File: src/rtl/alu_seq.sv
// alu_seq: handshaked WIDTH-bit ALU with eight operations, a multi-cycle
// shift-add multiply, and zero/carry/overflow flags.
//
// state | meaning
// IDLE  | no result pending, ready for a new operation
// MUL   | shift-add multiply iterating (busy=1), then one cycle to register
// DONE  | result and flags valid, waiting for out_ready
module alu_seq #(
  parameter int WIDTH = 8
) (
  input  logic             clk,
  input  logic             rst_n,
  input  logic             in_valid,
  output logic             in_ready,
  input  logic [WIDTH-1:0] in1,
  input  logic [WIDTH-1:0] in2,
  input  logic [2:0]       ctrl_aluop,
  output logic             out_valid,
  input  logic             out_ready,
  output logic [WIDTH-1:0] out,
  output logic             flag_zero,
  output logic             flag_carry,
  output logic             flag_ovf,
  output logic             busy
);

  localparam int SHW = $clog2(WIDTH);
  localparam int CW  = $clog2(WIDTH + 1);
  localparam logic [CW-1:0] CNT_LAST = CW'(WIDTH - 1);

  localparam logic [2:0] OP_ADD = 3'b000;
  localparam logic [2:0] OP_SUB = 3'b001;
  localparam logic [2:0] OP_AND = 3'b010;
  localparam logic [2:0] OP_OR  = 3'b011;
  localparam logic [2:0] OP_XOR = 3'b100;
  localparam logic [2:0] OP_SLT = 3'b101;
  localparam logic [2:0] OP_MUL = 3'b110;
  localparam logic [2:0] OP_SRL = 3'b111;

  typedef enum logic [1:0] {IDLE, MUL, DONE} state_t;

  state_t             state;
  logic [2*WIDTH-1:0] acc;
  logic [2*WIDTH-1:0] mcand;
  logic [WIDTH-1:0]   mplier;
  logic [CW-1:0]      cnt;

  logic [WIDTH:0]     sum;
  logic [WIDTH:0]     diff;
  logic [WIDTH-1:0]   res;
  logic               res_c;
  logic               res_v;
  logic               accept;

  assign in_ready = (state == IDLE) || ((state == DONE) && out_ready);
  assign accept   = in_valid && in_ready;

  // single-cycle result and flags for every opcode except MUL
  always_comb begin
    sum   = {1'b0, in1} + {1'b0, in2};
    diff  = {1'b0, in1} - {1'b0, in2};
    res   = '0;
    res_c = 1'b0;
    res_v = 1'b0;
    case (ctrl_aluop)
      OP_ADD: begin
        res   = sum[WIDTH-1:0];
        res_c = sum[WIDTH];
        res_v = (in1[WIDTH-1] == in2[WIDTH-1]) && (sum[WIDTH-1] != in1[WIDTH-1]);
      end
      OP_SUB: begin
        res   = diff[WIDTH-1:0];
        res_c = diff[WIDTH];
        res_v = (in1[WIDTH-1] != in2[WIDTH-1]) && (diff[WIDTH-1] != in1[WIDTH-1]);
      end
      OP_AND:  res = in1 & in2;
      OP_OR:   res = in1 | in2;
      OP_XOR:  res = in1 ^ in2;
      OP_SLT:  res = {{(WIDTH-1){1'b0}}, ($signed(in1) < $signed(in2))};
      OP_SRL:  res = in1 >> in2[SHW-1:0];
      default: res = '0;
    endcase
  end

  // control FSM, multiply datapath and registered outputs
  always_ff @(posedge clk) begin
    if (!rst_n) begin
      state      <= IDLE;
      out        <= '0;
      flag_zero  <= 1'b0;
      flag_carry <= 1'b0;
      flag_ovf   <= 1'b0;
      out_valid  <= 1'b0;
      busy       <= 1'b0;
      acc        <= '0;
      mcand      <= '0;
      mplier     <= '0;
      cnt        <= '0;
    end else if (accept) begin
      if (ctrl_aluop == OP_MUL) begin
        state     <= MUL;
        busy      <= 1'b1;
        out_valid <= 1'b0;
        acc       <= '0;
        mcand     <= {{WIDTH{1'b0}}, in1};
        mplier    <= in2;
        cnt       <= '0;
      end else begin
        state      <= DONE;
        out_valid  <= 1'b1;
        out        <= res;
        flag_zero  <= (res == '0);
        flag_carry <= res_c;
        flag_ovf   <= res_v;
      end
    end else begin
      case (state)
        MUL: begin
          if (busy) begin
            if (mplier[0]) acc <= acc + mcand;
            mcand  <= mcand << 1;
            mplier <= mplier >> 1;
            cnt    <= cnt + CW'(1);
            if (cnt == CNT_LAST) busy <= 1'b0;
          end else begin
            // all iterations done; the extra cycle registers the product
            state      <= DONE;
            out_valid  <= 1'b1;
            out        <= acc[WIDTH-1:0];
            flag_zero  <= (acc[WIDTH-1:0] == '0);
            flag_carry <= |acc[2*WIDTH-1:WIDTH];
            flag_ovf   <= 1'b0;
          end
        end
        DONE: begin
          if (out_ready) begin
            state     <= IDLE;
            out_valid <= 1'b0;
          end
        end
        default: ;
      endcase
    end
  end

endmodule

File: config.mk
export PLATFORM = sky130hd
export DESIGN_NAME = alu_seq
export DESIGN_NICKNAME = d
export VERILOG_FILES = /design/src/rtl/alu_seq.sv
export SDC_FILE = /design/constraint.sdc
export NUM_CORES = 1
export LEC_CHECK = 0
export CELL_PAD_IN_SITES_DETAIL_PLACEMENT = 0
export CELL_PAD_IN_SITES_GLOBAL_PLACEMENT = 1
export CORE_ASPECT_RATIO = 0.9
export CORE_UTILIZATION = 47
export DETAILED_ROUTE_END_ITERATION = 16
export PLACE_DENSITY = 0.95
export SYNTH_ARGS = -nofsm -noshare
export SYNTH_HDL_FRONTEND = slang
export SYNTH_SLANG_ARGS = --single-unit
File: constraint.sdc
create_clock -name clk -period 6.9 [get_ports clk]
set_clock_uncertainty 0.15 [all_clocks]
set_input_delay 1.38 -clock clk [delete_from_list [all_inputs] [get_ports clk]]
set_output_delay 1.38 -clock clk [all_outputs]
set_load 0.1 [all_outputs]
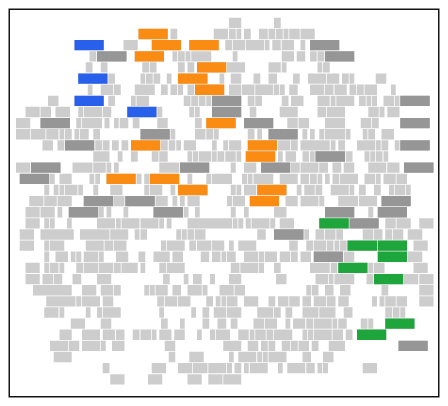
**Above:** sequential cells coloured by netlist name.
Other sequential cells in the stronger grey, the rest of the logic in the fainter grey.
| colour | signal | sequential cells |
|---|---|---|
| orange | mcand | 16 |
| blue | cnt | 4 |
| green | out | 8 |
register fraction of the total cell area: 0.229
power consumed by sequential cells: 351 uW
utilization after layout: 0.554
footprint of the flip-flops and latches: 1160 sq um

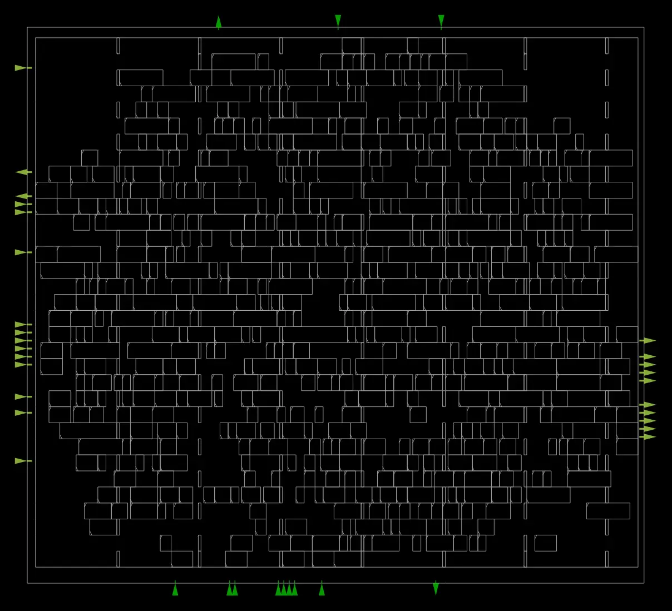
**Above:** placed standard cells.
count of sequential standard cells: 58
# rows: 33
fin cells: 726
number of tapcells: 122

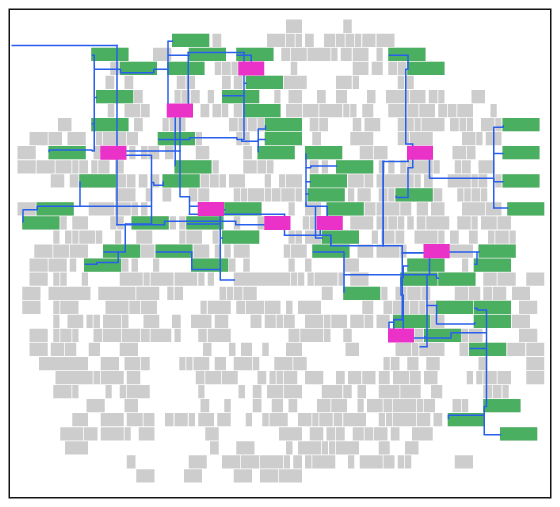
**Above:** clock wires, drivers and flops.
[green] flip-flops | count: 58
[magenta] cells driving clock nets | count: 9
[blue] clock wires | length: 782 microns
routed clock nets: 10
clock latency on the worst-skew pair: 0.34 ns
clock network power consumption: 324 uW
Clock power frac: 0.359

==> reports/qor.tcl <==
set qor(final.setup.tns_ns) 0
set qor(final_tally_of_setup_violations) 0
set qor(die_y_microns) 94.3
set qor(detail_route.wl_per_cell_microns) 17.3
set qor(warnings) 44
set qor(die.size.x_microns) 105
set qor(cts_hold_buf) 0
set qor(ys_sh_xor) 0.0276
set qor(first_pass_grt_wire_length_mm) 20.4
set qor(global_router_s_overall_resource_usage) 0.264
set qor(final_layout_size_suffix_gt1_frac) 0.0497
set qor(result_of_the_run) {finished, final reports clean}
set qor(top_signal_layer_used) {met4}
set qor(crit_path_top_delay_cell) {sky130_fd_sc_hd__clkdlybuf4s50_1}
set qor(top_regs) {acc: 16 flops, mcand: 16 flops}
set qor(postLayoutSetupSlackWorst_ns) 2.08
set qor(insertedDiodeCount) 0
set qor(num-nets-final) 668
set qor(syn_nets) 644
set qor(detailedPlacementHpwl_mm) 9.55
set qor(max_stage_delay_ns) 0.71
set qor(largest_net_degree_at_the_start_of_global_routing) 32
set qor(critical_path_cell_count) 11
set qor(synthCells) 576
set qor(min_path_type) {register to register}
set qor(slew-limit-headroom) 0.339
set qor(global_route.usage.met1) 0.374
set qor(drv.max_cap_violation_count) 0
set qor(report.final.slew_viol_count) 0
set qor(layout-area-overhead-vs-synth_pct) 14.2
set qor(final_cell_mix) {sky130_fd_sc_hd__nand2_1 (71), sky130_fd_sc_hd__dfxtp_1 (58), sky130_fd_sc_hd__nor2_1 (56), sky130_fd_sc_hd__a21oi_1 (52), sky130_fd_sc_hd__ha_1 (42)}
set qor(max-vdd-ir-drop_uv) 126
set qor(period_needed_ns) 4.82
set qor(fillCellCount) 866
set qor(max_freq_mhz) 208
set qor(synthArstFlopShare) 0
set qor(cp_max_fo) 10
set qor(placed_cell_area_sq_um) 4870
set qor(unrepaired_setup_endpoints_after_global_routing) {false}
set qor(hold-path-endpoint) {out[2]}
set qor(via_count_of_the_first_global_routing_pass) 4015
set qor(grt.busiest_layer) {met2}
set qor(grtUsageMet3) 0.0492
set qor(post-route-cell-area_sq_um) 5080
set qor(ys_ff) 58
set qor(core_region_area_sq_um) 9170
set qor(ys_sh_adder) 0.132
set qor(post-route-period-util) 0.698
set qor(initialDrtViolationCount) 280
set qor(sequence_of_cells_on_the_critical_path) {clkdlybuf4s50_1 -> clkinv_1 -> ha_1 -> a21o_1 -> a211oi_1 -> o21bai_1 -> a221oi_1 -> o21ai_1 -> or4_1 -> a211o_1 -> a21oi_2}
set qor(r2r_start) {state[1]}
set qor(clock_sink_count) 58
set qor(drc_violation_count_after_routing) 0
set qor(place.port_buffers) 36
set qor(power_leakage_nw) 1.99
set qor(simple_gate_share) 0.214
set qor(route.layer.met1.wl_mm) 6.16
set qor(vias) 4393
set qor(cts.reportedPaths.clkPinSlew_ns) 0.07
set qor(critical_path.endpoint_type) {register}
set qor(ctsResizeCount) 0
set qor(preCtsSetupSlack_ns) 1.86
set qor(boundaryPins) 37
set qor(synth_stat.cells) 576
set qor(synth.cellmix.compoundShare) 0.264
set qor(synth-area-yosys_sq_um) 4450
set qor(syn-mean-instance-area_sq_um) 7.72
set qor(power_density_nw_per_um2) 178
set qor(critical_path.reg2reg.endpoint) {acc[14]}
set qor(sequential_fraction_of_the_synthesis_area) 0.261
set qor(totalPowerFinal_uw) 902
set qor(timing.critical_path.buf_inv) 2
set qor(grt.overflow.total) 0
set qor(routed_via_density) 6.05
set qor(grtUsageMet2) 0.410
set qor(final_antenna_net_count) 0
set qor(critical_path.startpoint) {in2[1]}
set qor(layout_top_cell) {sky130_fd_sc_hd__nand2_1}
set qor(met3_length_microns) 969
set qor(design.die.area_sq_um) 9850
set qor(floorplan.initialDensity) 0.485
set qor(flop_cell) {sky130_fd_sc_hd__dfxtp_1}
set qor(critical-path-top-delay-family) {AND-OR/OR-AND gates}
set qor(measured_slew_at_the_worst_slew_check_pin_ns) 0.988
set qor(worst-endpoint-required_ns) 7.03
set qor(edf_count) 0
set qor(yosys_warnings) 0
==> where the power goes <==
part / leakage (nW) / switching (mW) / total [mW] / internal [mW]
logic: 1.42 / 0.150 / 0.228 / 0.0778
registers: 0.470 / 0.00686 / 0.351 / 0.344
clock network: 0.106 / 0.130 / 0.324 / 0.194
==> synth_stat cells (6+ instances only) <==
library cell / n / share of area
sky130_fd_sc_hd__a21oi_1: 52 / 0.059
sky130_fd_sc_hd__a22oi_1: 16 / 0.027
sky130_fd_sc_hd__a311oi_1: 16 / 0.032
sky130_fd_sc_hd__clkbuf_1: 21 / 0.018
sky130_fd_sc_hd__dfxtp_1: 58 / 0.26
sky130_fd_sc_hd__ha_1: 42 / 0.12
sky130_fd_sc_hd__inv_1: 34 / 0.029
sky130_fd_sc_hd__mux2i_1: 10 / 0.023
sky130_fd_sc_hd__nand2_1: 71 / 0.060
sky130_fd_sc_hd__nand2b_1: 7 / 0.0099
sky130_fd_sc_hd__nand3_1: 19 / 0.021
sky130_fd_sc_hd__nor2_1: 56 / 0.047
sky130_fd_sc_hd__nor3_1: 16 / 0.018
sky130_fd_sc_hd__nor4_1: 7 / 0.0099
sky130_fd_sc_hd__o211ai_1: 7 / 0.012
sky130_fd_sc_hd__o21a_1: 8 / 0.014
sky130_fd_sc_hd__o21ai_0: 19 / 0.021
sky130_fd_sc_hd__xnor2_1: 8 / 0.016
sky130_fd_sc_hd__xor2_1: 6 / 0.012
==> area by class of cell <==
type | count | area, sq um | share of cell area
Timing Repair Buffer | 42 | 405 | 0.0798
Clock buffer | 13 | 169 | 0.0333
Clock inverter | 2 | 35.0 | 0.00690
Inverter | 37 | 139 | 0.0274
Multi-Input combinational cell | 452 | 3020 | 0.594
Sequential cell | 58 | 1160 | 0.229
Tap cell | 122 | 153 | 0.0301
No activity file was given, so power comes from the tool's default toggle rates.
